File: src/rtl/rsa_modexp_core.sv
// rsa_modexp_core: result = msg_block^key mod mod_n.
// Left-to-right square-and-multiply over a shared bit-serial modmul.
module rsa_modexp_core #(
  parameter int WIDTH     = 32,
  parameter int EXP_WIDTH = WIDTH
) (
  input  logic                 clk,
  input  logic                 rst,
  input  logic                 start,
  input  logic [EXP_WIDTH-1:0] key,
  input  logic [WIDTH-1:0]     mod_n,
  input  logic [WIDTH-1:0]     msg_block,
  output logic                 busy,
  output logic                 complete_flag,
  output logic [WIDTH-1:0]     result,
  output logic                 error_flag
);

  localparam int CW = $clog2(WIDTH);
  localparam int IW = (EXP_WIDTH > 1) ? $clog2(EXP_WIDTH) : 1;
  localparam int PW = WIDTH + 2;

  typedef enum logic [2:0] {
    S_IDLE,
    S_REDUCE,
    S_SQUARE,
    S_MULT,
    S_DONE
  } state_t;

  state_t r_state;
  state_t w_next;

  logic [EXP_WIDTH-1:0] r_key;
  logic [WIDTH-1:0]     r_n;
  logic [WIDTH-1:0]     r_msg;
  logic [WIDTH-1:0]     r_base;
  logic [WIDTH-1:0]     r_acc;
  logic [WIDTH-1:0]     r_result;
  logic                 r_error;
  logic [PW-1:0]        r_p;
  logic [CW-1:0]        r_cnt;
  logic [IW-1:0]        r_idx;

  logic [WIDTH-1:0] w_a;
  logic [WIDTH-1:0] w_b;
  logic             w_abit;
  logic [PW-1:0]    w_n;
  logic [PW-1:0]    w_dbl;
  logic [PW-1:0]    w_r1;
  logic [PW-1:0]    w_sum;
  logic [PW-1:0]    w_r2;
  logic [WIDTH-1:0] w_prod;
  logic             w_last;
  logic             w_kbit;
  logic             w_idx0;
  logic             w_nbad;

  assign w_last = (r_cnt == '0);
  assign w_kbit = r_key[r_idx];
  assign w_idx0 = (r_idx == '0);
  assign w_nbad = (mod_n < WIDTH'(2));

  // Operand select for the shared multiplier, by phase
  always_comb begin
    w_a = '0;
    w_b = '0;
    unique case (r_state)
      S_REDUCE: begin
        w_a = r_msg;
        w_b = WIDTH'(1);
      end
      S_SQUARE: begin
        w_a = r_acc;
        w_b = r_acc;
      end
      S_MULT: begin
        w_a = r_acc;
        w_b = r_base;
      end
      default: ;
    endcase
  end

  // One interleaved step: double, reduce, conditionally add, reduce
  always_comb begin
    w_abit = w_a[r_cnt];
    w_n    = {2'b00, r_n};
    w_dbl  = r_p << 1;
    w_r1   = (w_dbl >= w_n) ? (w_dbl - w_n) : w_dbl;
    w_sum  = w_r1 + (w_abit ? {2'b00, w_b} : '0);
    w_r2   = (w_sum >= w_n) ? (w_sum - w_n) : w_sum;
    w_prod = w_r2[WIDTH-1:0];
  end

  // State register
  always_ff @(posedge clk) begin
    if (rst) r_state <= S_IDLE;
    else     r_state <= w_next;
  end

  // Next-state: each multiply phase lasts until its last bit
  always_comb begin
    w_next = r_state;
    unique case (r_state)
      S_IDLE: begin
        if (start) w_next = w_nbad ? S_DONE : S_REDUCE;
      end
      S_REDUCE: begin
        if (w_last) w_next = S_SQUARE;
      end
      S_SQUARE: begin
        if (w_last) begin
          if (w_kbit)      w_next = S_MULT;
          else if (w_idx0) w_next = S_DONE;
          else             w_next = S_SQUARE;
        end
      end
      S_MULT: begin
        if (w_last) w_next = w_idx0 ? S_DONE : S_SQUARE;
      end
      S_DONE:  w_next = S_IDLE;
      default: w_next = S_IDLE;
    endcase
  end

  // Datapath: operand latch, multiplier iteration, phase write-back
  always_ff @(posedge clk) begin
    if (rst) begin
      r_key    <= '0;
      r_n      <= '0;
      r_msg    <= '0;
      r_base   <= '0;
      r_acc    <= '0;
      r_result <= '0;
      r_error  <= 1'b0;
      r_p      <= '0;
      r_cnt    <= '0;
      r_idx    <= '0;
    end else begin
      unique case (r_state)
        S_IDLE: begin
          if (start) begin
            r_key    <= key;
            r_n      <= mod_n;
            r_msg    <= msg_block;
            r_result <= '0;
            r_error  <= w_nbad;
            r_p      <= '0;
            r_cnt    <= CW'(WIDTH - 1);
            r_idx    <= IW'(EXP_WIDTH - 1);
          end
        end
        S_REDUCE, S_SQUARE, S_MULT: begin
          if (!w_last) begin
            r_p   <= w_r2;
            r_cnt <= r_cnt - 1'b1;
          end else begin
            r_p   <= '0;
            r_cnt <= CW'(WIDTH - 1);
            if (r_state == S_REDUCE) begin
              r_base <= w_prod;
              r_acc  <= WIDTH'(1);
            end else begin
              r_acc <= w_prod;
            end
            if (r_state == S_SQUARE && !w_kbit) begin
              if (w_idx0) r_result <= w_prod;
              else        r_idx    <= r_idx - 1'b1;
            end
            if (r_state == S_MULT) begin
              if (w_idx0) r_result <= w_prod;
              else        r_idx    <= r_idx - 1'b1;
            end
          end
        end
        default: ;
      endcase
    end
  end

  assign busy = (r_state == S_REDUCE) ||
                (r_state == S_SQUARE) ||
                (r_state == S_MULT);
  assign complete_flag = (r_state == S_DONE);
  assign result        = r_result;
  assign error_flag    = r_error;

endmodule
File: config.mk
export PLATFORM = sky130hd
export DESIGN_NAME = rsa_modexp_core
export DESIGN_NICKNAME = d
export VERILOG_FILES = /design/src/rtl/rsa_modexp_core.sv
export SDC_FILE = /design/constraint.sdc
export NUM_CORES = 1
export LEC_CHECK = 0
export CORE_MARGIN = 3
export CORE_UTILIZATION = 31
export DETAILED_ROUTE_END_ITERATION = 6
export GPL_TIMING_DRIVEN = 1
export PLACE_DENSITY = 0.45
export SYNTH_ARGS = -nofsm -noshare
export SYNTH_HDL_FRONTEND = slang
export SYNTH_SLANG_ARGS = --single-unit
File: constraint.sdc
create_clock -name clk -period 9.6 [get_ports clk]
set_input_delay 2.88 -clock clk [delete_from_list [all_inputs] [get_ports clk]]
set_output_delay 2.88 -clock clk [all_outputs]
set_load 0.03 [all_outputs]
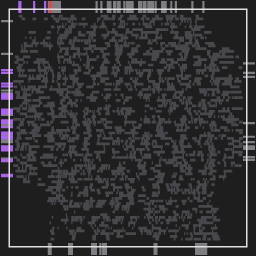
run_1/pins.png
Scale: 1 px per um. Pins as bars across the die edge, other pins in gray.
Key: red = complete_flag [pins 1, direction output, edge top]; purple = key [pins 32, direction input, edge 28 left, 4 top]
I/O Buffers: 133
die span in x: 236 um
Chip Height: 236 um

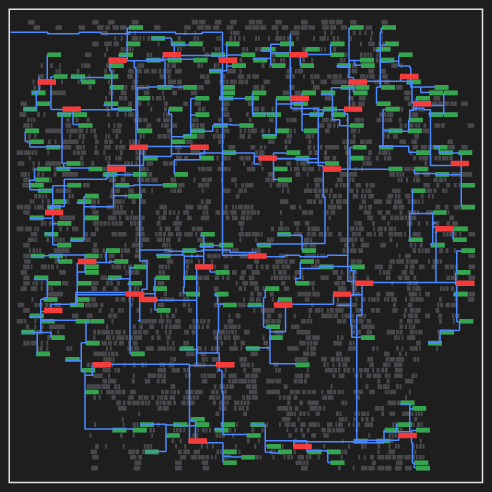
run_1/clock_map.png
Scale: 2 px per um.
Key: green = flip-flops [count 239]; blue = clock wires [length 4320 um]; red = cells driving clock nets [count 34]
There are 35 routed clock nets. Position of the flops: all over the die.

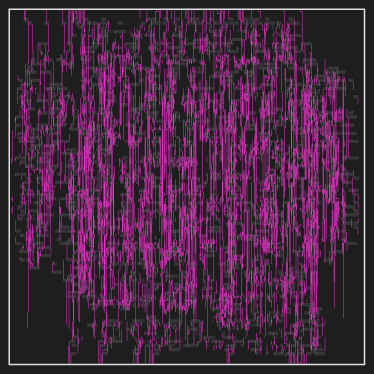
run_1/met2.png
Scale: 1.5 px per um. Cells faint in the background.
1936 nets have wire on it. The layer holds 48% of the routed length. The longest straight run is 101 um.
DR vias: 16200
routing usage on met2: 39.4%
total wire length: 65.9 mm

==> run 1: cell families after synthesis <==
kind of cell               Yosys count
DFF                                239
muxes                               52
AOI/OAI and AO/OA                  678
adders and majority gates          101
buffers and inverters              251
and+or+nand+nor                    730
xor gates and xnor gates            87
==> run 1: cells in the final DEF (no fill, tap or decap), types with 45 or more instances in the layout <==
cell,synthesis,final
nand2_1,328,326
a21oi_1,219,218
nor3_1,49,47
inv_1,103,103
ha_1,98,98
nor2_1,144,141
clkdlybuf4s50_1,0,132
nand3_1,53,53
dfxtp_1,239,238
o21ai_0,96,96
xnor2_1,45,45
==> run 1: sequential cells by signal, summed over array words and instances (netlist names) <==
name and count:
r_cnt 5, r_p 33, error_flag 1, r_msg 32, r_acc 32, r_base 32
r_key 32, result 32, r_idx 5, r_state 3, r_n 32
==> results_dict.tcl, run 1 <==
# place-and-route summary
set metrics [dict create \
    worst-path-buf-inv 4 \
    run_status "complete, no violations" \
    largest_area_cell "dfxtp_1" \
    fp-row-count 83 \
    clock_path_buffers 3 \
    hold_violations 0 \
    inverters 105 \
    grt_pass1_wl_mm 99.6 \
    min_period_over_period_pct 91.8 \
    dp_cells 2842 \
    cts_buffers 34 \
    whs_path_depth 2 \
    grt.busiest_layer "met2" \
    endpoint "r_base[30]$_SDFFE_PP0P_" \
    critPathLaunch "r_state[1]$_SDFFE_PP0P_" \
    fmax_ghz 0.113 \
    nonClkBufAreaFrac_pct 8.68 \
    flop_area_sq_um 4790 \
    placed_cell_area_sq_um 18400 \
    synth_cell_types 81 \
    ys_area_sq_um 16400 \
    aoi_share_pct 28.0 \
    first_global_vias 16000 \
    start_kind "register" \
    rsz0062_at_grt "no" \
    layout_setup_ws_ps 788 \
    routedWlPerCell_um 22.7 \
    worstReg2RegStart "r_state[1]$_SDFFE_PP0P_" \
    min_from "r_key[30]$_SDFFE_PP0P_" \
    maxSlewViolCount 0 \
    drc_errors 0 \
    critPathSlowestCell "o31ai_1" \
    die-area_sq_um 55600 \
    comb.multi_input.count 1648 \
    htree_levels 2 \
    flop_cell "dfxtp_1" \
    initialDrtViolationCount 1064 \
    area_growth_pct 19.2 \
    clock-sinks 239 \
    synthMuxAreaShare_pct 4.06 \
    logic_area_sq_um 10700 \
    synth_area_per_cell_sq_um 7.66 \
    m1WireLength_mm 27.8 \
    warnings 27 \
    cp.depth 30 \
    top_cells_by_area "dfxtp_1 (29%), nand2_1 (7.5%), ha_1 (7.5%)" \
    gp_routability_congestion 0.932 \
    cts_tree "done" \
    syn_inst 2138 \
    clk_share_pct 5.66 \
    worst_pin_slew_ps 1140 \
    fp_util_pct 31.6 \
    signal_buffers 170 \
    drt-vias-per-instance 5.58 \
    netlist_logic_family_top "AND-OR/OR-AND gates" \
    synth_area_sq_um 16400 \
    nets 2398 \
    crit_fanout 32 \
    ctsResizeCount 0 \
    min_to "r_key[30]$_SDFFE_PP0P_" \
    clock_buffers 48 \
    holdWs_ps 450 \
    synthArstFlopShare_pct 0 \
    ys_ff 239 \
    cap_violations 0 \
    yosys_warnings 0 \
    period_needed_ps 8810 \
    fillCellCount 5415 \
    dominant_cells "logic gates" \
    top_cell "nand2_1" \
    synthDominantCellAreaShare_pct 29.2 \
    clk_pin_slew_ps 60 \
    xor_share_pct 4.74 \
    path_class "reg2reg" \
    worst_r2r_endpoint "r_base[30]$_SDFFE_PP0P_" \
    ys_cells 2138 \
    wl_met2_mm 31.6 \
    common_cells "nand2_1 (328), dfxtp_1 (239), a21oi_1 (219), nor2_1 (144), clkbuf_1 (124)" \
    path_delay_family "AND-OR/OR-AND gates" \
    dp_hpwl_mm 49.6 \
    ctsHoldBuffers 0 \
    final_util_pct 37.7 \
    finClkSkew_ps 16.4 \
    finalSetupViolations 0 \
    ant_nets 0 \
    max_stage_delay_ps 500 \
    arrival_ps 9260 \
    required_ps 10050 \
    first_pass_iters 5 \
    core_area_sq_um 51800 \
    fin_cells 2900 \
    post_cts_buffers 0 \
    end_kind "register" \
    edf_count 0 \
    groute.layer.met3.usage_pct 2.82 \
    comb_share_pct 54.8 \
    setup_tns_ps 0 \
    met3RoutedLength_mm 2.91 \
    drive_gt1_share_pct 6.94 \
    min_path_type "reg2reg" \
    grt_max_degree 76 \
    syn-num-nets 2338 \
    gr-total-overflow 0 \
    globalRouteTotalUtil_pct 23.0 \
    met1_usage_pct 28.3 \
    flops 239 \
    reg2reg_depth 30 \
    adder_share_pct 7.85 \
    top_layer "met4" \
    diodes 0 \
    cts-root-buf "clkbuf_16" \
    ys_seq_share_pct 29.2 \
    regToRegSetupSlack_ps 790 \
    antenna_found_initial 0 \
    num_io_pins 134 \
]
--- run 2 (diff from run 1) ---
--- a/config.mk
+++ b/config.mk
@@ -5,11 +5,14 @@
 export SDC_FILE = /design/constraint.sdc
 export NUM_CORES = 1
 export LEC_CHECK = 0
+export CORE_ASPECT_RATIO = 1.2
 export CORE_MARGIN = 3
 export CORE_UTILIZATION = 31
 export DETAILED_ROUTE_END_ITERATION = 6
 export GPL_TIMING_DRIVEN = 1
 export PLACE_DENSITY = 0.45
+export REMOVE_ABC_BUFFERS = 1
 export SYNTH_ARGS = -nofsm -noshare
 export SYNTH_HDL_FRONTEND = slang
 export SYNTH_SLANG_ARGS = --single-unit
+export TNS_END_PERCENT = 10
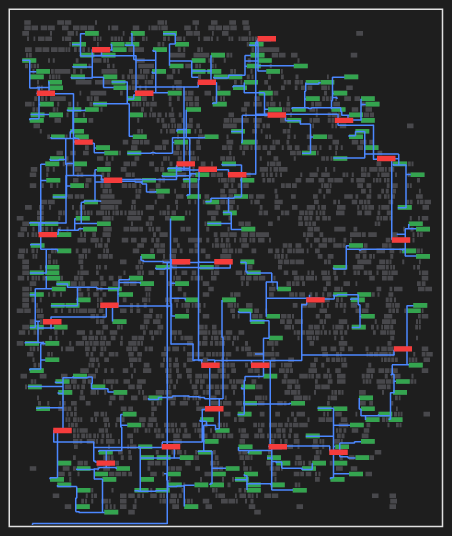
run_2/clock_map.png
Scale: 2 px per um.
Fin Clk Skew: 16.0 ps
Worst-Skew Late Latency: 580 ps

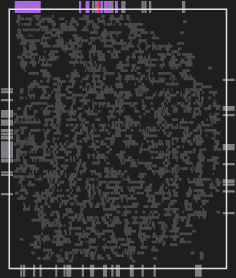
run_2/pins.png
Scale: 1 px per um. Pins as bars across the die edge, other pins in gray.
Key: red = complete_flag [pins 1, direction output, edge top]; purple = key [pins 32, direction input, edge top]

==> run 2 against run 1 <==
Fmax down 1.3%. Sequential share of layout area increased by 0.17 points. Via count up 2.0%. Synthesized cell count is the same. Die size about the same. Flip-flop count unchanged. First-iteration DRC count rose by 6.1%. Global-route usage is 0.74 points higher. Critical endpoint unchanged.
==> results_dict.tcl, run 2 <==
# place-and-route summary
set metrics [dict create \
    core_area_sq_um 51800 \
    num_vias 16500 \
    dp_cells 2861 \
    hold_violations 0 \
    ctsResizeCount 0 \
    clock_path_buffers 3 \
    run_status "complete, no violations" \
    rsz0062_at_grt "no" \
    wl_mm 68.5 \
    largest_area_cell "dfxtp_1" \
    top_cell "nand2_1" \
    cap_violations 0 \
    final_util_pct 37.4 \
    grt_util_met2_pct 41.7 \
    min_period_over_period_pct 93.0 \
    ys_area_sq_um 16400 \
    largest_reg_flops 33 \
    clock-sinks 239 \
    start_kind "register" \
    io_buffers 133 \
    met3RoutedLength_mm 3.33 \
    grt_max_degree 81 \
    antenna_found_initial 2 \
    placed_cell_area_sq_um 18400 \
    worst_r2r_endpoint "r_base[30]$_SDFFE_PP0P_" \
    gr-total-overflow 0 \
    gp_routability_congestion 0.903 \
    num_io_pins 134 \
    crit_fanout 41 \
    die_y_um 258 \
    synthDominantCellAreaShare_pct 29.2 \
    min_path_type "reg2reg" \
    fp_util_pct 31.6 \
    die_x_um 216 \
    worst-path-buf-inv 4 \
    warnings 26 \
    synthMuxAreaShare_pct 4.06 \
    fillCellCount 5462 \
    cts_buffers 29 \
    first_global_vias 16400 \
    worstReg2RegStart "r_state[1]$_SDFFE_PP0P_" \
    yosys_warnings 0 \
    adder_share_pct 7.85 \
    syn_inst 2138 \
    fp-row-count 91 \
    nets 2395 \
    top_cells_by_area "dfxtp_1 (29%), nand2_1 (7.5%), ha_1 (7.5%)" \
    common_cells "nand2_1 (328), dfxtp_1 (239), a21oi_1 (219), nor2_1 (144), clkbuf_1 (124)" \
    fmax_ghz 0.112 \
    final_common_cell "nand2_1" \
    holdWs_ps 454 \
    arrival_ps 9410 \
    endpoint "r_base[30]$_SDFFE_PP0P_" \
    drt-vias-per-instance 5.67 \
    maxSlewViolCount 0 \
    post_cts_buffers 0 \
    initialDrtViolationCount 1129 \
    ys_ff 239 \
    max_stage_delay_ps 530 \
    ys_cells 2138 \
    ant_nets 0 \
    reg2reg_depth 31 \
    die-area_sq_um 55700 \
    cts_tree "done" \
    synth_cell_types 81 \
    clk_pin_slew_ps 70 \
    diodes 0 \
    fin_cells 2915 \
    wl_met2_mm 33.2 \
    cp.depth 31 \
    whs_path_depth 2 \
    routedWlPerCell_um 23.5 \
    area_growth_pct 18.4 \
]
## run 2: cell counts after synthesis
Identical to the previous run, type by type.
## run 2: area by class of cell
| type | count | area (sq um) | area share, % |
|---|---|---|---|
| multi-input combinational | 1648 | 10700 | 55.2 |
| sequential | 239 | 4790 | 24.7 |
| timing repair buffer | 172 | 1660 | 8.56 |
| tap | 697 | 872 | 4.50 |
| clock buffer | 37 | 806 | 4.16 |
| inverter | 105 | 394 | 2.03 |
| clock inverter | 17 | 175 | 0.903 |
## run 2: kinds of logic after synthesis
family          count (synthesis)
compound gates                678
simple gates                  730
xor+xnor                       87
flops                         239
buf+inv                       251
fa+ha+maj                     101
mux                            52
